$ cat src/rtl/branch_history_table_pkg.sv
// Shared branch-predictor types: table geometry, snapshot record and the history shift helper.
package branch_history_table_pkg;

  localparam int XLEN        = 32;
  localparam int BHT_IDX_W   = 8;
  localparam int HIST_W      = 3;
  localparam int Q_DEPTH     = 8;
  localparam int Q_PTR_W     = $clog2(Q_DEPTH);
  localparam int BHT_ENTRIES = 1 << BHT_IDX_W;

  typedef logic [HIST_W-1:0] hist_t;

  typedef struct packed {
    logic [BHT_IDX_W-1:0] idx;
    hist_t                hist;
  } bht_snap_t;

  // Newest outcome enters at the LSB; the loop form also covers a 1-bit history.
  function automatic hist_t hist_shift(input hist_t h, input logic taken);
    hist_t r;
    r[0] = taken;
    for (int i = 1; i < HIST_W; i++) r[i] = h[i-1];
    return r;
  endfunction

endpackage

$ cat src/rtl/branch_history_table_snap_fifo.sv
// In-flight snapshot FIFO: push/pop/flush with count-based full/empty disambiguation.
module bht_snap_fifo
  import branch_history_table_pkg::*;
(
  input  logic             clock,
  input  logic             reset,
  input  logic             i_push,
  input  logic             i_pop,
  input  logic             i_flush,
  input  bht_snap_t        i_push_data,
  output bht_snap_t        o_head_data,
  output logic [Q_PTR_W:0] o_count,
  output logic             o_full,
  output logic             o_empty
);

  bht_snap_t          r_mem [Q_DEPTH];
  logic [Q_PTR_W-1:0] r_head;
  logic [Q_PTR_W-1:0] r_tail;
  logic [Q_PTR_W:0]   r_count;
  logic               w_pop;
  logic               w_push;

  assign o_empty = (r_count == '0);
  assign o_full  = (r_count == (Q_PTR_W+1)'(Q_DEPTH));
  assign w_pop   = i_pop && !o_empty;
  // A pop frees a slot in the same cycle, so a full FIFO still accepts a paired push.
  assign w_push  = i_push && !i_flush && (!o_full || w_pop);

  always_ff @(posedge clock) begin
    if (reset || i_flush) begin
      r_head  <= '0;
      r_tail  <= '0;
      r_count <= '0;
    end else begin
      if (w_push) r_tail <= r_tail + 1'b1;
      if (w_pop)  r_head <= r_head + 1'b1;
      if (w_push && !w_pop)      r_count <= r_count + 1'b1;
      else if (w_pop && !w_push) r_count <= r_count - 1'b1;
    end
  end

  always_ff @(posedge clock) begin
    if (w_push) r_mem[r_tail] <= i_push_data;
  end

  assign o_head_data = r_mem[r_head];
  assign o_count     = r_count;

endmodule

$ cat src/rtl/branch_history_table.sv
// Local per-PC branch history table with IF read/bypass and a snapshot FIFO so EX trains
// the PHT with the history seen at prediction time.
module branch_history_table
  import branch_history_table_pkg::*;
(
  input  logic            clock,
  input  logic            reset,
  input  logic            if_valid,
  input  logic [XLEN-1:0] if_pc,
  output logic [3:0]      bht_if_out,
  output logic            q_full,
  input  logic            ex_valid,
  input  logic [XLEN-1:0] ex_pc,
  input  logic            take_branch,
  output logic [3:0]      bht_ex_out,
  output logic            ex_hist_valid,
  input  logic            flush,
  output logic            order_err
);

  hist_t                r_hist [BHT_ENTRIES];
  logic                 r_order_err;
  logic [BHT_IDX_W-1:0] w_if_idx;
  logic [BHT_IDX_W-1:0] w_ex_idx;
  hist_t                w_ex_next;
  hist_t                w_if_hist;
  bht_snap_t            w_push_snap;
  bht_snap_t            w_head_snap;
  logic [Q_PTR_W:0]     w_count;
  logic                 w_full;
  logic                 w_empty;
  logic                 w_pop;
  logic                 w_unused;

  assign w_if_idx  = if_pc[2 +: BHT_IDX_W];
  assign w_ex_idx  = ex_pc[2 +: BHT_IDX_W];
  assign w_ex_next = hist_shift(r_hist[w_ex_idx], take_branch);

  // Same-cycle resolve of the fetched index: forward the post-update history.
  assign w_if_hist   = (ex_valid && (w_ex_idx == w_if_idx)) ? w_ex_next : r_hist[w_if_idx];
  assign bht_if_out  = 4'(w_if_hist);
  assign w_push_snap = '{idx: w_if_idx, hist: w_if_hist};
  assign w_pop       = ex_valid && !w_empty;

  bht_snap_fifo u_snap_fifo (
    .clock       (clock),
    .reset       (reset),
    .i_push      (if_valid),
    .i_pop       (ex_valid),
    .i_flush     (flush),
    .i_push_data (w_push_snap),
    .o_head_data (w_head_snap),
    .o_count     (w_count),
    .o_full      (w_full),
    .o_empty     (w_empty)
  );

  assign q_full        = w_full;
  assign ex_hist_valid = !w_empty;
  assign bht_ex_out    = w_empty ? 4'b0 : 4'(w_head_snap.hist);
  assign order_err     = r_order_err;

  always_ff @(posedge clock) begin
    if (reset) begin
      for (int i = 0; i < BHT_ENTRIES; i++) r_hist[i] <= '0;
      r_order_err <= 1'b0;
    end else begin
      if (ex_valid) r_hist[w_ex_idx] <= w_ex_next;
      if (w_pop && (w_head_snap.idx != w_ex_idx)) r_order_err <= 1'b1;
    end
  end

  assign w_unused = ^{if_pc[XLEN-1:BHT_IDX_W+2], if_pc[1:0],
                      ex_pc[XLEN-1:BHT_IDX_W+2], ex_pc[1:0], w_count};

endmodule

$ cat config.mk
export PLATFORM = sky130hd
export DESIGN_NAME = branch_history_table
export DESIGN_NICKNAME = d
export VERILOG_FILES = /design/src/rtl/branch_history_table_pkg.sv /design/src/rtl/branch_history_table_snap_fifo.sv /design/src/rtl/branch_history_table.sv
export SDC_FILE = /design/constraint.sdc
export NUM_CORES = 2
export LEC_CHECK = 0
export CAP_MARGIN = 20
export CORE_AREA = 2 2 289 291
export CTS_CLUSTER_DIAMETER = 60
export DETAILED_ROUTE_END_ITERATION = 8
export DIE_AREA = 0 0 291 293
export PLACE_DENSITY = 0.81
export SYNTH_ARGS = -nofsm -noshare
export SYNTH_HDL_FRONTEND = slang
export SYNTH_SLANG_ARGS = --single-unit
$ cat constraint.sdc
create_clock -name clock -period 8.6 [get_ports clock]
set_input_delay 1.72 -clock clock [delete_from_list [all_inputs] [get_ports clock]]
set_output_delay 1.72 -clock clock [all_outputs]
set_load 0.005 [all_outputs]
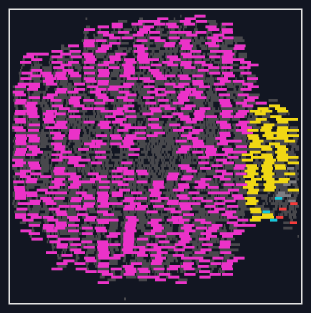
Figure 1: sequential cells colored by netlist name.
Scale: 1 px per micron. Other sequential cells in the stronger gray, the rest of the logic in the fainter gray.
| color | signal | placed flops |
|---|---|---|
| magenta | `r_hist` | 768 |
| cyan | `u_snap_fifo.r_tail` | 3 |
| red | `u_snap_fifo.o_count` | 4 |
| yellow | `u_snap_fifo.r_mem` | 88 |

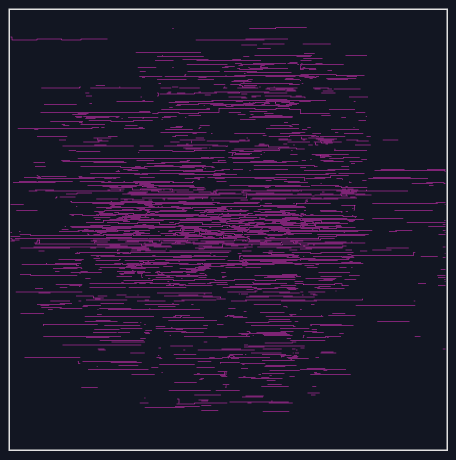
Figure 2: the metal 3 layer.
Scale: 1.5 px per micron.
nets with wire on the layer: 587
longest straight run: 106 microns
main direction: horizontal

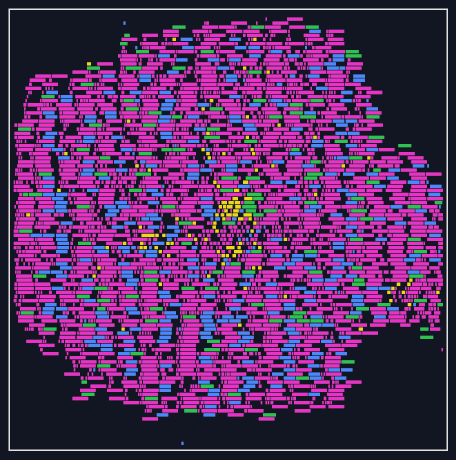
Figure 3: cells by drive strength.
Scale: 1.5 px per micron.
| color | size | cells | most used |
|---|---|---|---|
| yellow | drive 3 to 4 | 108 | buf_4 |
| magenta | drive 1 or less | 2726 | edfxtp_1 |
| blue | drive 2 | 386 | mux4_2 |
| green | drive 6 and up | 133 | clkbuf_16 |

==> out/metrics.json <==
{
  "timing": {
    "worst_slew_margin_rel": 0.181,
    "worst_clock_skew_ps": 29.1,
    "fin_setup_tns_ps": 0,
    "slew_violations": 0,
    "max_freq_mhz": 124,
    "timing.final.setup_violations": 0,
    "worst_margin_pin_slew_ps": 1230,
    "final_period_minus_worst_setup_slack_ps": 8050,
    "final_min_period_over_clock_period": 0.936
  },
  "routing": {
    "drt_wl_cell_microns": 28.4,
    "drcViolationCount": 0,
    "drt_pre_antenna_iters": 6
  },
  "critical_path": {
    "cpMaxStageDelayCell": "clkdlybuf4s50_1",
    "source_of_the_critical_timing_path": "ex_pc[6]",
    "slowest_delay_ps": 1050,
    "crit_path_cell_trace": "clkdlybuf4s50_1 > buf_4 > nor4bb_4 > a22oi_1 > a221oi_1 > nor3_1 > nand4_1 > nor3_4 > a21oi_1 > clkdlybuf4s50_1",
    "worstSetupEndpoint": "bht_if_out[1]",
    "critical_path_data_required_time_ps": 6880,
    "setup.worst_path.end_class": "output port",
    "timing.critical_path.max_delay_family": "buffers and inverters",
    "r2r-end": "r_hist[78][1]$_SDFFCE_PN0P_",
    "crit_path_start_kind": "primary input",
    "worst_ep_arrival_time_ps": 6330
  },
  "place": {
    "placed_cell_area_sq_um": 46200,
    "gpl.final_weighted_congestion": 1.00
  },
  "synth": {
    "synth.avg_cell_area_sq_um": 13.2,
    "yosys-top-cells-count": "edfxtp_1 (856), nor2_1 (577), mux4_2 (332)",
    "synthArstFlopShare": 0,
    "synth.distinct_cells": 64,
    "synthMostInstantiatedCell": "edfxtp_1",
    "netlist_area_sq_um": 44900,
    "yosys.area.top_type_share": 0.573,
    "synthCells": 3391,
    "enable_flop_cells": 856,
    "yosysSeqAreaShare": 0.579,
    "synth.top_cells.by_area": "edfxtp_1 (57%), mux4_2 (17%), nor2_1 (4.8%)"
  },
  "grt": {
    "track_usage": 0.294,
    "global_route_wire_length_before_repair_microns": 186000,
    "via_count_of_the_first_global_routing_pass": 29900,
    "grt_max_degree": 199
  },
  "pwr": {
    "part_of_the_power_in_registers": 0.491,
    "power.internal_mw": 7.47,
    "p_sw_frac": 0.249,
    "clkPwrFrac": 0.402,
    "vdd.ir_drop.worst_v": 0.000179,
    "p_leak_nw": 17.7
  },
  "floorplanning": {
    "die_height_microns": 293,
    "die_w_microns": 291
  },
  "layout": {
    "mostFrequentLayoutCells": "edfxtp_1 (856), nor2_1 (559), mux4_2 (332), nand2_1 (306), nand2b_1 (268)",
    "ff_latch_area_sq_um": 26000,
    "area.combinational_sq_um": 17600
  },
  "min_path": {
    "holdCritStartpoint": "u_snap_fifo.r_head[1]$_SDFFE_PP0N_",
    "worstHoldPathType": "register to register"
  },
  "clock_tree": {
    "tritoncts": "built",
    "clock_path_buffers": 3,
    "ctsResizeCount": 0,
    "htree_num_levels": 3,
    "clock-root-buffer": "clkbuf_16",
    "insertion_delay_ps": 690,
    "worst_setup_hold_path_clk_slew_ps": 60
  },
  "run": {
    "stage_log_warnings": 86,
    "max_cap_violations": 0
  },
  "run_status": {
    "run_status": "finished, final reports clean"
  }
}
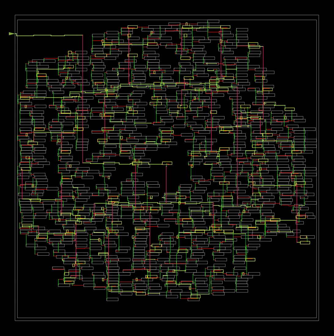
Figure 4: clock nets.
Layout clock buffers: 110
number of flip-flops and latches: 870
clock tree sinks: 870
number of buffers created by CTS: 92
clock network power consumption: 3.99 mW

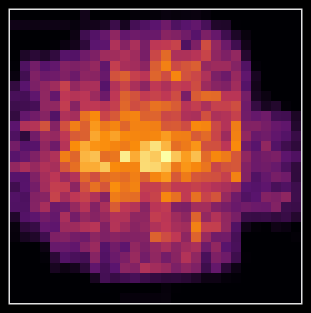
Figure 5: routed metal per tile.
Scale: 1 px per micron. The die is cut into 29 by 29 equal tiles; black is low, pale yellow is high, scaled to the fullest tile. Values are wire area over tile area, all layers added.
emptiest ninth of the die: bottom right
tiles over half the peak: 24%
nearly empty tiles: 23%
fullest tile: 0.84
densest ninth of the die: middle

sequential cells by signal, indices dropped and copies added (netlist names), named ones only:
name / cells
r_hist: 768
u_snap_fifo.o_count: 4
u_snap_fifo.r_tail: 3
order_err: 1
u_snap_fifo.r_mem: 88
u_snap_fifo.r_head: 3
worst reg2reg max path: cells and delay by family (launching register included):
family,cells,cell delay (ps)
compound gates,2,490
buf+inv,3,1740
flops,1,400
mux,1,510
simple gates,4,1930
power by group through the flow:
stage               Clock (mW)  Sequential, mW  Combinational, mW
global placement             0            4.95               1.02
CTS                       4.00            4.87               1.04
global route              4.16            4.89               1.11
floorplan                    0            4.92              0.723
detailed placement           0            4.96               1.04
finish                    3.99            4.88               1.07
through the flow:
step / hold WS [ps] / power, mW / setup slack, ps / utilization / instances
2_1_floorplan: 454 / 5.65 / 2620 / - / 3392
3_3_place_gp: 467 / 5.97 / 943 / 0.563 / 4247
3_5_place_dp: 471 / 6.00 / 829 / 0.564 / 4251
4_1_cts: 479 / 9.92 / 832 / 0.601 / 4419
5_1_grt: 518 / 10.2 / 504 / 0.602 / 4423
6_report: 483 / 9.94 / 554 / 0.602 / 4428
final cells by class:
class                   instances  share of cell area
flip-flops and latches        870               0.527
multi-input cells            2171               0.357
clock buffers                 110              0.0489
well taps                    1070              0.0272
diodes                          5            0.000254
repair buffers                135              0.0268
clock inverters                58              0.0123
inverters                       9            0.000685
kinds of logic after synthesis:
group,after synthesis,synth area share
simple gates,1532,0.164
flops,870,0.579
mux,425,0.187
buf+inv,351,0.0343
compound gates,184,0.0293
xor+xnor,22,0.00429
fa+ha+maj,6,0.00184
other cells,1,0.0000835
routing by layer:
metal,share of wire,track usage
met5,0,0
met4,0.059,0.163
met3,0.13,0.0803
met2,0.47,0.460
met1,0.34,0.376
No activity file was given, so power comes from the tool's default toggle rates.
